**src/rtl/cla_adder_stage_if.sv**
```systemverilog
// ---------------------------------------------------------------------------
// cla_adder_stage_if
//   Bundles the operand/result handshake between a cla_adder_stage and its
//   environment, including the loop out to the combinational adder.
//   in_valid/in_ready/in_a/in_b : operand pair in
//   op_a/op_b                   : FIFO head presented to the adder
//   sum_in                      : N+1 bit adder result returned to the stage
//   out_valid/out_ready/out_sum : registered result out
//   slave  : the stage side
//   master : the environment side (producer, consumer, adder)
// ---------------------------------------------------------------------------
interface cla_adder_stage_if #(
  parameter int N = 64
);
  logic         in_valid;
  logic         in_ready;
  logic [N-1:0] in_a;
  logic [N-1:0] in_b;
  logic [N-1:0] op_a;
  logic [N-1:0] op_b;
  logic [N:0]   sum_in;
  logic         out_valid;
  logic         out_ready;
  logic [N:0]   out_sum;

  modport slave (
    input  in_valid, in_a, in_b, sum_in, out_ready,
    output in_ready, op_a, op_b, out_valid, out_sum
  );

  modport master (
    output in_valid, in_a, in_b, sum_in, out_ready,
    input  in_ready, op_a, op_b, out_valid, out_sum
  );
endinterface

```
**src/rtl/cla_adder_stage.sv**
```systemverilog
// ---------------------------------------------------------------------------
// cla_adder_stage
//   Handshaked wrapper around an external combinational N-bit CLA adder.
//   Operand pairs land in a 2-entry FIFO whose head drives op_a/op_b; the
//   adder's N+1 bit result is captured into a back-pressurable output
//   register. Results with carry-out set are counted (saturating).
//   clk         : rising-edge clock
//   rst         : asynchronous active-high reset
//   flush       : synchronous clear of FIFO and output register
//   bus         : cla_adder_stage_if.slave (operands, adder loop, result)
//   carry_count : saturating count of captured results with bit N set
// ---------------------------------------------------------------------------
module cla_adder_stage #(
  parameter int N  = 64,
  parameter int CW = 16
) (
  input  logic          clk,
  input  logic          rst,
  input  logic          flush,
  cla_adder_stage_if.slave bus,
  output logic [CW-1:0] carry_count
);

  typedef struct packed {
    logic [N-1:0] a;
    logic [N-1:0] b;
  } pair_t;

  typedef enum logic [1:0] {
    EMPTY = 2'd0,
    ONE   = 2'd1,
    FULL  = 2'd2
  } occ_e;

  localparam logic [CW-1:0] CNT_MAX = {CW{1'b1}};

  occ_e          state_q, state_d;
  pair_t         head_q, head_d;
  pair_t         tail_q, tail_d;
  pair_t         in_pair;
  logic          out_valid_q;
  logic [N:0]    out_sum_q;
  logic [CW-1:0] cnt_q;
  logic          push;
  logic          load;

  assign in_pair = pair_t'({bus.in_a, bus.in_b});

  // in_ready is purely state-based: a pop in the same cycle never opens a
  // slot for a push while FULL.
  assign bus.in_ready = (state_q != FULL);
  assign push         = bus.in_valid & bus.in_ready;
  assign load         = (state_q != EMPTY) & (~out_valid_q | bus.out_ready);

  // head_q is the FIFO head and drives the adder directly, so the adder
  // input is registered and zero whenever the FIFO is empty.
  always_comb begin
    state_d = state_q;
    head_d  = head_q;
    tail_d  = tail_q;
    if (flush) begin
      state_d = EMPTY;
      head_d  = '0;
      tail_d  = '0;
    end else begin
      case (state_q)
        EMPTY: begin
          if (push) begin
            head_d  = in_pair;
            state_d = ONE;
          end
        end
        ONE: begin
          case ({push, load})
            2'b11: head_d = in_pair;  // pop and push: pushed pair is new head
            2'b01: begin
              head_d  = '0;
              state_d = EMPTY;
            end
            2'b10: begin
              tail_d  = in_pair;
              state_d = FULL;
            end
            default: ;
          endcase
        end
        FULL: begin
          if (load) begin
            head_d  = tail_q;
            tail_d  = '0;
            state_d = ONE;
          end
        end
        default: begin
          state_d = EMPTY;
          head_d  = '0;
          tail_d  = '0;
        end
      endcase
    end
  end

  always_ff @(posedge clk or posedge rst) begin
    if (rst) begin
      state_q <= EMPTY;
      head_q  <= '0;
      tail_q  <= '0;
    end else begin
      state_q <= state_d;
      head_q  <= head_d;
      tail_q  <= tail_d;
    end
  end

  // Output register: a load always wins over a drain in the same cycle.
  always_ff @(posedge clk or posedge rst) begin
    if (rst) begin
      out_valid_q <= 1'b0;
      out_sum_q   <= '0;
    end else if (flush) begin
      out_valid_q <= 1'b0;
      out_sum_q   <= '0;
    end else if (load) begin
      out_valid_q <= 1'b1;
      out_sum_q   <= bus.sum_in;
    end else if (out_valid_q & bus.out_ready) begin
      out_valid_q <= 1'b0;
    end
  end

  // Carry events are taken from the value being captured, so a discarded
  // (flushed) load does not count.
  always_ff @(posedge clk or posedge rst) begin
    if (rst) begin
      cnt_q <= '0;
    end else if (~flush & load & bus.sum_in[N] & (cnt_q != CNT_MAX)) begin
      cnt_q <= cnt_q + CW'(1);
    end
  end

  assign bus.op_a      = head_q.a;
  assign bus.op_b      = head_q.b;
  assign bus.out_valid = out_valid_q;
  assign bus.out_sum   = out_sum_q;
  assign carry_count   = cnt_q;

endmodule
```
**src/flat_wrapper.sv**
```systemverilog
// flat-port wrapper written by rule: the top's interface ports become plain ports
module cla_adder_stage_flat 
#(
  parameter int N  = 64,
  parameter int CW = 16
)
  (clk, rst, flush, carry_count, bus_in_valid, bus_in_a, bus_in_b, bus_sum_in, bus_out_ready, bus_in_ready, bus_op_a, bus_op_b, bus_out_valid, bus_out_sum);
  cla_adder_stage_if #(.N(N)) bus_i ();
  input  logic clk;
  input  logic rst;
  input  logic flush;
  output logic [CW-1:0] carry_count;
  input wire logic [$bits(bus_i.in_valid)-1:0] bus_in_valid;
  input wire logic [$bits(bus_i.in_a)-1:0] bus_in_a;
  input wire logic [$bits(bus_i.in_b)-1:0] bus_in_b;
  input wire logic [$bits(bus_i.sum_in)-1:0] bus_sum_in;
  input wire logic [$bits(bus_i.out_ready)-1:0] bus_out_ready;
  output wire logic [$bits(bus_i.in_ready)-1:0] bus_in_ready;
  output wire logic [$bits(bus_i.op_a)-1:0] bus_op_a;
  output wire logic [$bits(bus_i.op_b)-1:0] bus_op_b;
  output wire logic [$bits(bus_i.out_valid)-1:0] bus_out_valid;
  output wire logic [$bits(bus_i.out_sum)-1:0] bus_out_sum;
  assign bus_i.in_valid = bus_in_valid;
  assign bus_i.in_a = bus_in_a;
  assign bus_i.in_b = bus_in_b;
  assign bus_i.sum_in = bus_sum_in;
  assign bus_i.out_ready = bus_out_ready;
  assign bus_in_ready = bus_i.in_ready;
  assign bus_op_a = bus_i.op_a;
  assign bus_op_b = bus_i.op_b;
  assign bus_out_valid = bus_i.out_valid;
  assign bus_out_sum = bus_i.out_sum;
  cla_adder_stage #(.N(N), .CW(CW)) u_core (.clk(clk), .rst(rst), .flush(flush), .bus(bus_i), .carry_count(carry_count));
endmodule
```
**config.mk**
```make
export PLATFORM = sky130hd
export DESIGN_NAME = cla_adder_stage_flat
export DESIGN_NICKNAME = d
export VERILOG_FILES = /design/src/rtl/cla_adder_stage_if.sv /design/src/rtl/cla_adder_stage.sv /design/src/flat_wrapper.sv
export SDC_FILE = /design/constraint.sdc
export NUM_CORES = 1
export LEC_CHECK = 0
export ABC_AREA = 1
export CAP_MARGIN = 25
export CELL_PAD_IN_SITES_DETAIL_PLACEMENT = 0
export CELL_PAD_IN_SITES_GLOBAL_PLACEMENT = 1
export CORE_AREA = 2 2 221 223
export CTS_CLUSTER_DIAMETER = 100
export CTS_CLUSTER_SIZE = 10
export DETAILED_ROUTE_END_ITERATION = 7
export DIE_AREA = 0 0 223 225
export PLACE_DENSITY = 0.89
export SLEW_MARGIN = 10
export SYNTH_ARGS = -nofsm -noshare
export SYNTH_HDL_FRONTEND = slang
export SYNTH_SLANG_ARGS = --single-unit
```
**constraint.sdc**
```tcl
create_clock -name clk -period 10.7 [get_ports clk]
set_input_delay 1.07 -clock clk [delete_from_list [all_inputs] [get_ports clk]]
set_output_delay 1.07 -clock clk [all_outputs]
set_load 0.01 [all_outputs]
```
Run 1, clock wiring as the flow saved it:
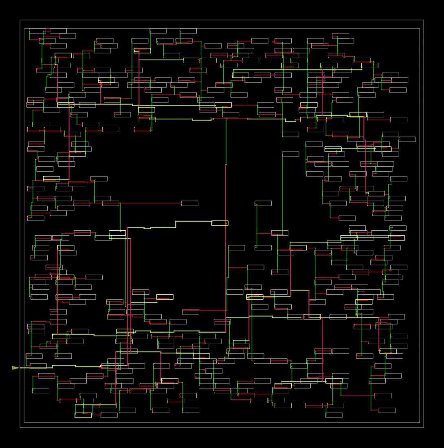
Clock Skews: 0.0139 ns
number of flip-flops and latches: 340
Clk. pwr: 1.18 mW
Clock buffer cells: 41
CTS sink cnt: 340

Run 1, signal metal coverage by tile:
Scale bar: 50 um. The die is cut into 22 by 22 equal tiles; dark blue is low, red is high, scaled to the fullest tile. Values are wire area over tile area, all layers added.
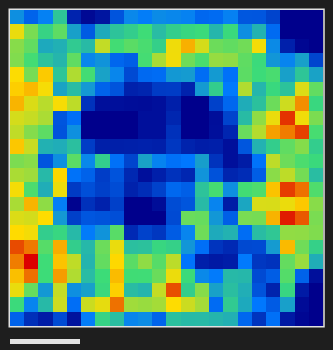
The fullest tile reaches 0.43. The emptiest ninth of the die: centre. 6.8% of the tiles are nearly empty. 35% of the tiles are over half the peak.
gr usage total: 0.192
WL final: 48800 um

==> CHANGELOG.md, run 1 <==
### Implementation results

* Mapped cell area at 0.0152 mm2
* LEAKAGE at 10.8 nW
* First DRT Iteration DRCs at 1120
* Reg clk slew, reported paths at 0.05 ns
* Status: complete, no violations
* Part of the power in registers at 0.419
* Number of global-route vias before repair at 13911
* Pin count of the biggest net entering global routing at 122
* Slew HR at 0.268
* Reg2Reg Depth at 10
* Clk pwr share at 0.310
* Worst setup path end: u_core.bus.op_b[29]$_DFFE_PP0P_
* Final Wtd Congestion at 0.830
* Worst ir drop on vdd at 0.131 mV
* Final setup vio count at 0
* AND-OR/OR-AND share of the synthesized area at 0.00404
* Initial antenna violation count at 5
* Die Height at 225 um
* Critical path launch point type: input port
* Crit path buffers/inverters at 5
* Crit. path cell count at 9
* CP max stage delay at 0.68 ns
* Top delay family on crit path: buffers and inverters
* Share of post-route cells with drive strength above 1 at 0.0336
* Total Negative Setup Slacks at 0 ns
* Post-synthesis chip area from yosys at 0.0152 mm2
* Synthesis-to-finish area growth at 36.9%
Run 1, metal 3:
Scale bar: 50 um.
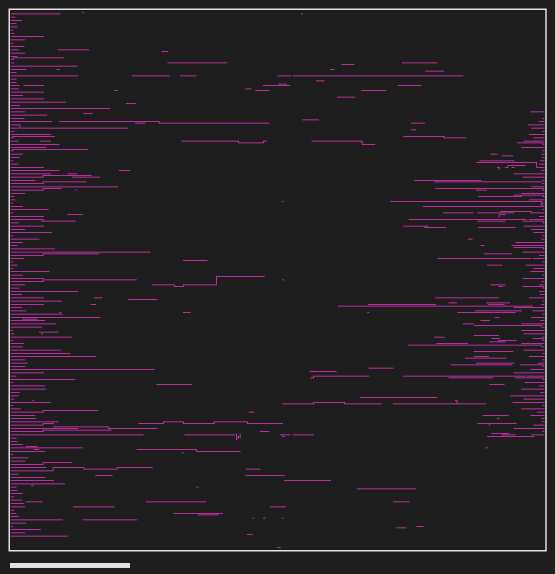
The wires run mostly horizontal. The longest straight run is 81.0 um.
Vias: 14116
met3 Usage GRT: 0.0692

[run 1: layer usage]
layer / up-vias / global-route usage / routed length [um] / part of all wire
met5: - / 0 / 27 / 0.00055
met4: 4 / 0.0578 / 1110 / 0.023
met3: 69 / 0.0692 / 4780 / 0.098
met2: 567 / 0.308 / 22400 / 0.46
met1: 6712 / 0.243 / 20500 / 0.42
li1: 6764 / - / - / -
[run 1: worst min-delay path, stage by stage (launching register included)]
cell and delay [ns]:
dfrtp_1 0.34, nand2_1 0.05, nand2_1 0.04
[run 1: flip-flops by register name, summed over array words and instances (netlist names)]
name / cells
u_core.bus.out_valid: 1
u_core.bus.op_b: 64
u_core.bus.op_a: 64
u_core.bus.out_sum: 65
u_core.carry_count: 16
u_core.tail_q: 128
u_core.state_q: 2
[run 1: stage by stage]
step           setup WS, ns  hold slack [ns]  area, um2
6_report               6.82            0.469      20800
4_1_cts                6.77            0.472      20600
3_5_place_dp           6.16            0.458      19600
3_3_place_gp           6.21            0.453      19600
2_1_floorplan         0.207            0.442      15200
5_1_grt                6.52            0.482      20800
[run 1: cell usage after synthesis, drive strengths merged]
| cell type | n | area [um2] |
|---|---|---|
| ha | 1 | 12.5 |
| xor2 | 1 | 8.76 |
| nand3 | 203 | 1020 |
| o2bb2ai | 1 | 8.76 |
| buf | 96 | 524 |
| o32ai | 1 | 8.76 |
| nor2 | 23 | 88.8 |
| nand4 | 7 | 43.8 |
| xnor2 | 6 | 52.6 |
| nor3 | 1 | 10.0 |
| dfrtp | 340 | 8510 |
| clkinv | 1 | 3.75 |
| clkbuf | 25 | 93.8 |
| nand2 | 1242 | 4670 |
| inv | 19 | 71.3 |
| o21ai | 5 | 25.0 |
| a21oi | 3 | 18.8 |
[run 1: how the worst min path moves through the flow]
stage,cells after the start,from,slack (ns),to
after floorplan,2,u_core.tail_q[0]$_DFFE_PP0P_,0.44,u_core.tail_q[0]$_DFFE_PP0P_
after global placement,2,u_core.tail_q[61]$_DFFE_PP0P_,0.45,u_core.tail_q[61]$_DFFE_PP0P_
after detailed placement,2,u_core.tail_q[107]$_DFFE_PP0P_,0.46,u_core.tail_q[107]$_DFFE_PP0P_
after CTS,2,u_core.tail_q[107]$_DFFE_PP0P_,0.47,u_core.tail_q[107]$_DFFE_PP0P_
after global routing,2,u_core.tail_q[28]$_DFFE_PP0P_,0.48,u_core.tail_q[28]$_DFFE_PP0P_
final,2,u_core.tail_q[120]$_DFFE_PP0P_,0.47,u_core.tail_q[120]$_DFFE_PP0P_
[run 1: power by group through the flow]
| stage | clock network, mW | registers (mW) | logic [mW] |
|---|---|---|---|
| global placement | 0 | 1.60 | 1.02 |
| global route | 1.27 | 1.61 | 1.13 |
| finish | 1.18 | 1.59 | 1.03 |
| floorplan | 0 | 1.65 | 0.458 |
| CTS | 1.22 | 1.59 | 1.04 |
| detailed placement | 0 | 1.60 | 1.04 |
[run 1: final cells by class]
class / count / area, um2 / share of cell area
sequential: 340 / 8510 / 0.410
clock buffer: 41 / 1030 / 0.0494
timing repair buffer: 429 / 4350 / 0.210
multi-input combinational: 1494 / 6010 / 0.289
inverter: 20 / 87.6 / 0.00422
antenna: 3 / 7.51 / 0.000362
tap: 615 / 769 / 0.0371
## Run 2: what changed since run 1
==> constraint.sdc (replaced) <==
create_clock -name clk -period 3.4 [get_ports clk]
set_input_delay 0.34 -clock clk [delete_from_list [all_inputs] [get_ports clk]]
set_output_delay 0.34 -clock clk [all_outputs]
set_load 0.01 [all_outputs]
Run 2, signal wires on met1:
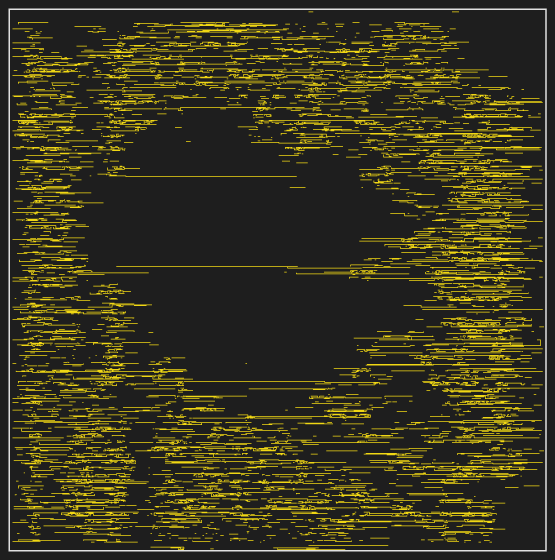
The wires run mostly horizontal. The layer carries 20.1 mm of wire.
WL final: 47500 um
Vias: 14058
met1 Resource Use GR: 0.233

Run 2, metal 3:
Scale bar: 50 um.
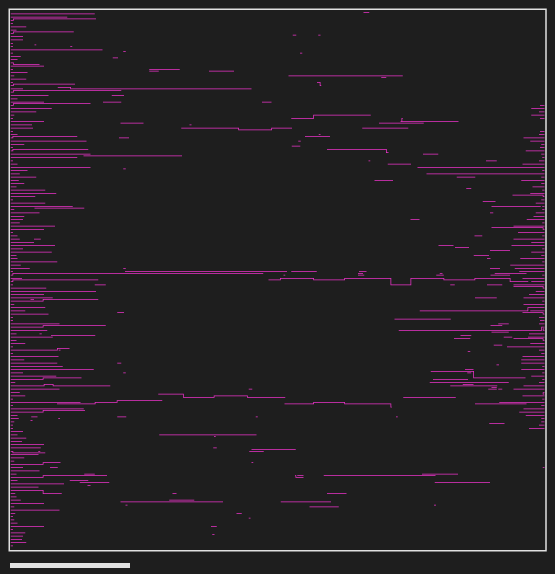
met3 Usage GRT: 0.0674

==> CHANGELOG.md, run 2 <==
### Implementation results

* Status: complete, no violations (unchanged)
* Clock Skews at 0.0198 ns (was 0.0139 ns)
* Top cell type by total area after synthesis: dfrtp_1 (unchanged)
* Hold Slack at 0.0815 ns (was 0.469 ns)
* Share of post-route cells with drive strength above 1 at 0.0344 (was 0.0336)
* Reg clk slew, reported paths at 0.06 ns (was 0.05 ns)
* AND-OR/OR-AND share of the synthesized area at 0.00404 (unchanged)
* LEAKAGE at 10.8 nW (about the same)
* CP max stage delay at 0.55 ns (was 0.68 ns)
* Yosys top cell area share at 0.561 (unchanged)
* Slew HR at 0.480 (was 0.268)
* Most numerous cell in the Yosys netlist: nand2_1 (unchanged)
* Part of the power in registers at 0.420 (was 0.419)
* Post-synthesis chip area from yosys at 0.0152 mm2 (unchanged)
* Mapped cell area at 0.0152 mm2 (unchanged)
* Worst setup path end: u_core.carry_count[2]$_DFFE_PP0P_ (was u_core.bus.op_b[29]$_DFFE_PP0P_)
* Final setup vio count at 0 (unchanged)
* First DRT Iteration DRCs at 1074 (was 1120)
* Post-synth EDFFs at 0 (unchanged)
* Die Height at 225 um (unchanged)
* Number of global-route vias before repair at 14546 (was 13911)
* Most common library cells after synthesis: nand2_1 (1239), dfrtp_1 (340), nand3_1 (203) (unchanged)
* Post-synth top flop: dfrtp_1 (unchanged)
* Reg2Reg Depth at 8 (was 10)
* CTS sink cnt at 340 (unchanged)
* Reg with most FFs: u_core.tail_q (unchanged)
* Final Wtd Congestion at 0.868 (was 0.830)
* Critical path launch point type: flop (was input port)
run 2: netlist changes by cell type in the layout (fill, tap and decap cells not counted):
cell / delta
buf_12: +8
buf_16: -5
buf_4: -2
clkbuf_16: -1
clkinv_8: +1
clkinvlp_4: +1
diode_2: -1
inv_6: +1
inv_8: -1
run 2: worst min path at each step:
stage / start / to / cells after the start
4_1_cts: rst / u_core.bus.op_b[21]$_DFFE_PP0P_ / 2
3_5_place_dp: u_core.tail_q[106]$_DFFE_PP0P_ / u_core.tail_q[106]$_DFFE_PP0P_ / 2
2_1_floorplan: flush / u_core.bus.out_valid$_DFFE_PP0P_ / 1
5_1_grt: rst / u_core.bus.op_b[21]$_DFFE_PP0P_ / 2
6_report: rst / u_core.bus.op_b[21]$_DFFE_PP0P_ / 2
3_3_place_gp: u_core.tail_q[120]$_DFFE_PP0P_ / u_core.tail_q[120]$_DFFE_PP0P_ / 2
run 2: kinds of logic (layout without fill, tap and decap cells):
| family | Yosys count | in the layout |
|---|---|---|
| compound gates | 10 | 10 |
| xor+xnor | 7 | 7 |
| fa+ha+maj | 1 | 1 |
| buf+inv | 141 | 492 |
| flops | 340 | 340 |
| other cells | 0 | 2 |
| simple gates | 1476 | 1476 |
run 2: worst max-delay path: cells and delay by family, from the launching register on:
| family | cells | cell delay, ns |
|---|---|---|
| simple gates | 4 | 0.64 |
| compound gates | 2 | 0.29 |
| flops | 1 | 0.46 |
| buf+inv | 2 | 0.82 |
run 2: layout make-up:
| cell class | instances | area (um2) | share of cell area |
|---|---|---|---|
| Sequential cell | 340 | 8510 | 0.410 |
| Multi-Input combinational cell | 1494 | 6010 | 0.289 |
| Timing Repair Buffer | 430 | 4360 | 0.210 |
| Clock buffer | 40 | 1000 | 0.0482 |
| Tap cell | 615 | 769 | 0.0371 |
| Inverter | 20 | 83.8 | 0.00404 |
| Clock inverter | 2 | 25.0 | 0.00121 |
| Antenna cell | 2 | 5.00 | 0.000241 |
run 2: power by group through the flow:
stage                     Combinational [mW]  Sequential (mW)  Clock [mW]
final                                   3.21             5.00        3.69
after global routing                    3.55             5.07        3.97
after CTS                               3.25             5.00        3.82
after detailed placement                3.24             5.05           0
after global placement                  3.21             5.04           0
after floorplan                         1.44             5.19           0
run 2: routing by layer:
metal  wire [um]  GRT usage
met5          32          0
met4        1260     0.0652
met3        4170     0.0674
met2       21900      0.315
met1       20100      0.233
run 2: per-stage QoR:
step / setup TNS [ns] / worst slack, ns / cell area [um2] / power (mW)
after floorplan: -505.42 / -1.49 / 15200 / 6.63
final: 0 / 1.10 / 20800 / 11.9
after global placement: 0 / 1.05 / 19700 / 8.25
after detailed placement: 0 / 0.991 / 19700 / 8.29
after global routing: 0 / 0.907 / 20800 / 12.6
after CTS: 0 / 1.08 / 20800 / 12.1
## Run 3: what changed since run 2
--- a/config.mk
+++ b/config.mk
@@ -9,12 +9,12 @@
 export CAP_MARGIN = 25
 export CELL_PAD_IN_SITES_DETAIL_PLACEMENT = 0
 export CELL_PAD_IN_SITES_GLOBAL_PLACEMENT = 1
-export CORE_AREA = 2 2 221 223
+export CORE_AREA = 2 2 212 214
 export CTS_CLUSTER_DIAMETER = 100
 export CTS_CLUSTER_SIZE = 10
 export DETAILED_ROUTE_END_ITERATION = 7
-export DIE_AREA = 0 0 223 225
-export PLACE_DENSITY = 0.89
+export DIE_AREA = 0 0 214 216
+export PLACE_DENSITY = 0.92
 export SLEW_MARGIN = 10
 export SYNTH_ARGS = -nofsm -noshare
 export SYNTH_HDL_FRONTEND = slang
==> constraint.sdc (replaced) <==
create_clock -name clk -period 2.3 [get_ports clk]
set_input_delay 0.23 -clock clk [delete_from_list [all_inputs] [get_ports clk]]
set_output_delay 0.23 -clock clk [all_outputs]
set_load 0.01 [all_outputs]
Run 3, clock wiring as the flow saved it:
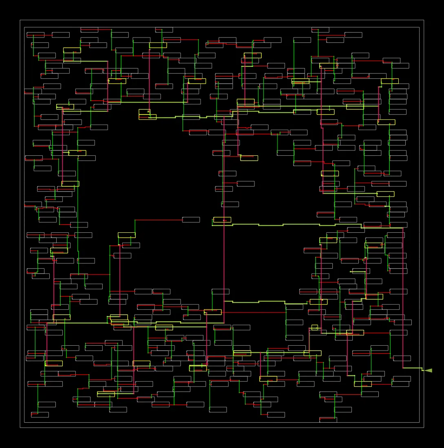
Clock Skews: 0.0313 ns
Clock buffer cells: 40

Run 3, signal wires on met1:
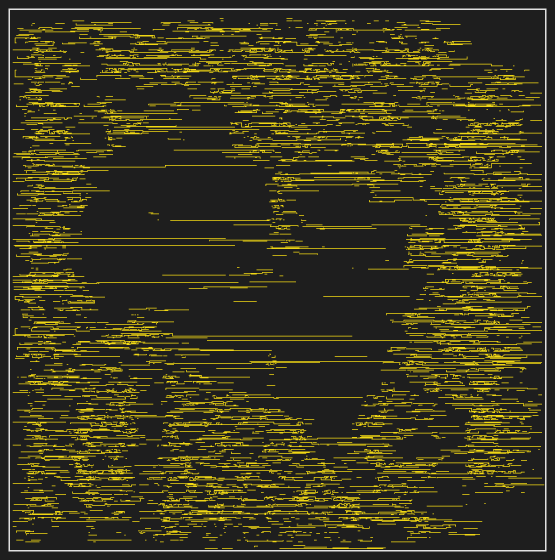
met1 Resource Use GR: 0.264
Vias: 14127
WL final: 47900 um

==> CHANGELOG.md, run 3 <==
### Implementation results

* Pin count of the biggest net entering global routing at 129 (unchanged)
* Design Power at 17.7 mW (was 11.9 mW)
* Initial antenna violation count at 3 (was 4)
* Number of global-route vias before repair at 14297 (was 14546)
* First DRT Iteration DRCs at 1048 (was 1074)
* FFs w/ async S/R, synth at 1.00 (unchanged)
* Synthesis-to-finish area growth at 38.3% (was 36.9%)
* Slew HR at 0.535 (was 0.480)
* Post-synth EDFFs at 0 (unchanged)
* Reg with most FFs: u_core.tail_q (unchanged)
* Status: complete, no violations (unchanged)
* Number of flip-flops in the largest register at 128 (unchanged)
* Worst setup margin at 0.207 ns (was 1.10 ns)
* Post-synthesis chip area from yosys at 0.0152 mm2 (unchanged)
* DP Worst Slack at 0.179 ns (was 0.991 ns)
* Top cell type by total area after synthesis: dfrtp_1 (unchanged)
* Top cells by area: dfrtp_1 (56%), nand2_1 (31%), nand3_1 (6.7%), buf_2 (2.4%), buf_4 (0.94%) (unchanged)
* Final setup vio count at 0 (unchanged)
* AND-OR/OR-AND share of the synthesized area at 0.00404 (unchanged)
* Latency at later pin at 0.57 ns (was 0.55 ns)
* Final Wtd Congestion at 0.851 (was 0.868)
* Die Height at 216 um (was 225 um)
* FP Util at 0.346 (was 0.319)
* Mapped cell area at 0.0152 mm2 (unchanged)
* Basic Gates by Area at 0.384 (unchanged)
* Crit path buffers/inverters at 3 (was 2)
* LEAKAGE at 10.9 nW (was 10.8 nW)
* Worst ir drop on vdd at 0.435 mV (was 0.391 mV)
* Reg clk slew, reported paths at 0.06 ns (about the same)
* Critical path launch point type: flop (unchanged)
* CP max stage delay at 0.46 ns (was 0.55 ns)
* Gr usage total at 0.208 (was 0.191)
* CTS sink cnt at 340 (unchanged)
* Most common library cells after synthesis: nand2_1 (1239), dfrtp_1 (340), nand3_1 (203) (unchanged)
* Yosys top cell area share at 0.561 (unchanged)
## run 3: cell count changes in the layout (fill, tap and decap cells not counted), sizes merged
cell / before / now
buf: 22 / 34
diode: 2 / 3
## run 3: routing by layer
layer  GRT usage  routed length, um  part of all wire  up-vias
li1            -                  -                 -     6791
met1       0.264              20400              0.43     6730
met2       0.338              22100              0.46      514
met3      0.0648               4010             0.084       92
met4      0.0655               1420             0.030        0
met5           0                  0                 0        -
## run 3: layout make-up
cell class                      instances  area (um2)
Antenna cell                            3        7.51
Clock buffer                           40        1000
Clock inverter                          2        25.0
Fill cell                            4170       22900
Inverter                               20        83.8
Multi-Input combinational cell       1494        6010
Sequential cell                       340        8510
Tap cell                              592         741
Timing Repair Buffer                  442        4600
## run 3: worst paths after layout
kind                                          startpoint                            endpoint  cells after the start
min reg2reg                u_core.tail_q[25]$_DFFE_PP0P_       u_core.tail_q[25]$_DFFE_PP0P_                      2
min                                                  rst        u_core.tail_q[5]$_DFFE_PP0P_                      2
max in group asynchronous                            rst     u_core.bus.op_a[63]$_DFFE_PP0P_                      3
max                        u_core.state_q[1]$_DFFE_PP0P_     u_core.bus.op_a[48]$_DFFE_PP0P_                      7
min in group clk                          bus_sum_in[15]  u_core.bus.out_sum[15]$_DFFE_PP0P_                      3
max reg2reg                u_core.state_q[1]$_DFFE_PP0P_     u_core.bus.op_a[48]$_DFFE_PP0P_                      7
## run 3: worst register-to-register path, stage by stage (launching register included)
cell	delay, ns
dfrtp_1	0.46
inv_4	0.11
buf_12	0.38
o21ai_0	0.23
nor2_4	0.34
buf_12	0.27
nand2_1	0.13
nand2_1	0.06
## run 3: cell families (layout without fill, tap and decap cells)
logic type / count (synthesis) / count (layout)
AOI/OAI and AO/OA: 10 / 10
xor gates and xnor gates: 7 / 7
DFF: 340 / 340
adders and majority gates: 1 / 1
other: 0 / 3
buffers and inverters: 141 / 504
and+or+nand+nor: 1476 / 1476
## run 3: report_power, final
| group | switching (mW) | total (mW) | internal [mW] |
|---|---|---|---|
| registers | 0.561 | 7.39 | 6.83 |
| logic | 2.72 | 4.90 | 2.19 |
| clock network | 2.39 | 5.46 | 3.06 |
| total | 5.67 | 17.7 | 12.1 |
## run 3: stage by stage
| stage | setup TNS [ns] | area, um2 | instances | hold WS [ns] | utilization |
|---|---|---|---|---|---|
| after global placement | 0 | 19900 | 2888 | 0.454 | 0.455 |
| final | 0 | 21000 | 2933 | 0.0350 | 0.478 |
| after floorplan | -842.02 | 15200 | 1975 | 0.293 | - |
| after global routing | 0 | 21000 | 2932 | 0.0329 | 0.478 |
| after CTS | 0 | 21000 | 2930 | 0.0207 | 0.478 |
| after detailed placement | 0 | 19900 | 2888 | 0.458 | 0.455 |

==> screenshots <==
Placement by cell class.
Fill, decap, tap and diode cells in grey.
image #1
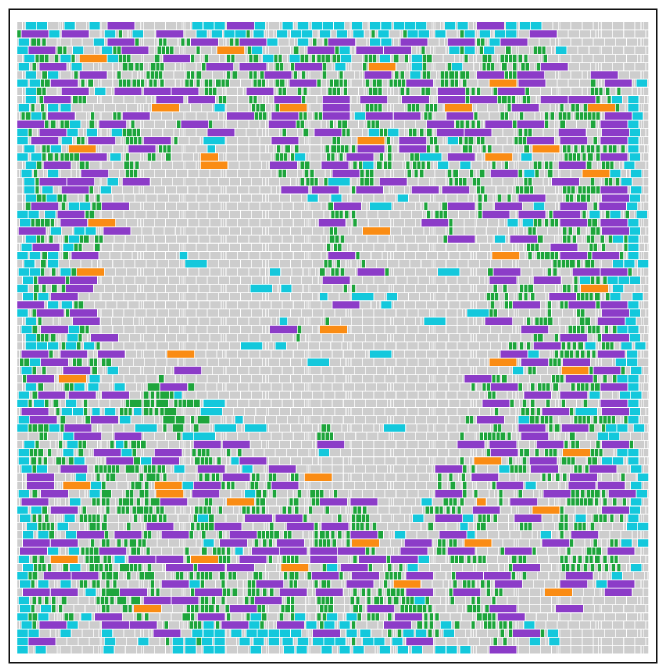
image #2
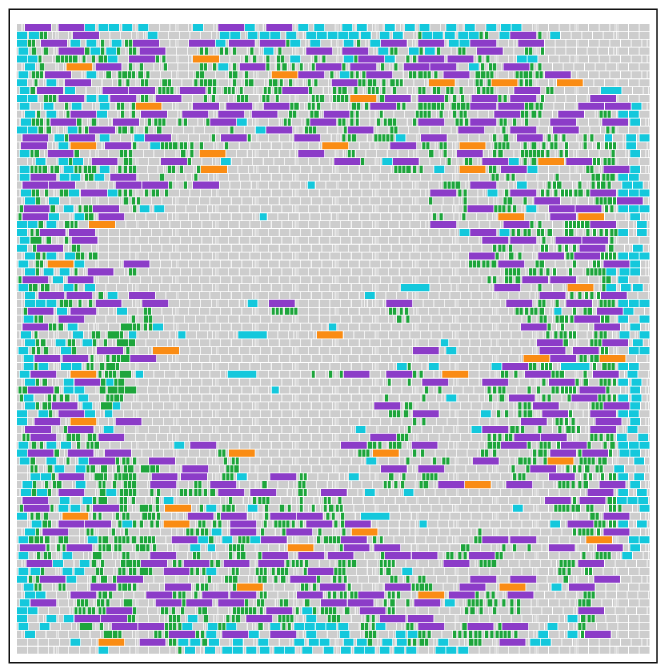
run 3: image #1
run 1: image #2

Power figures rest on the tool's default switching activity, not on a simulated workload.
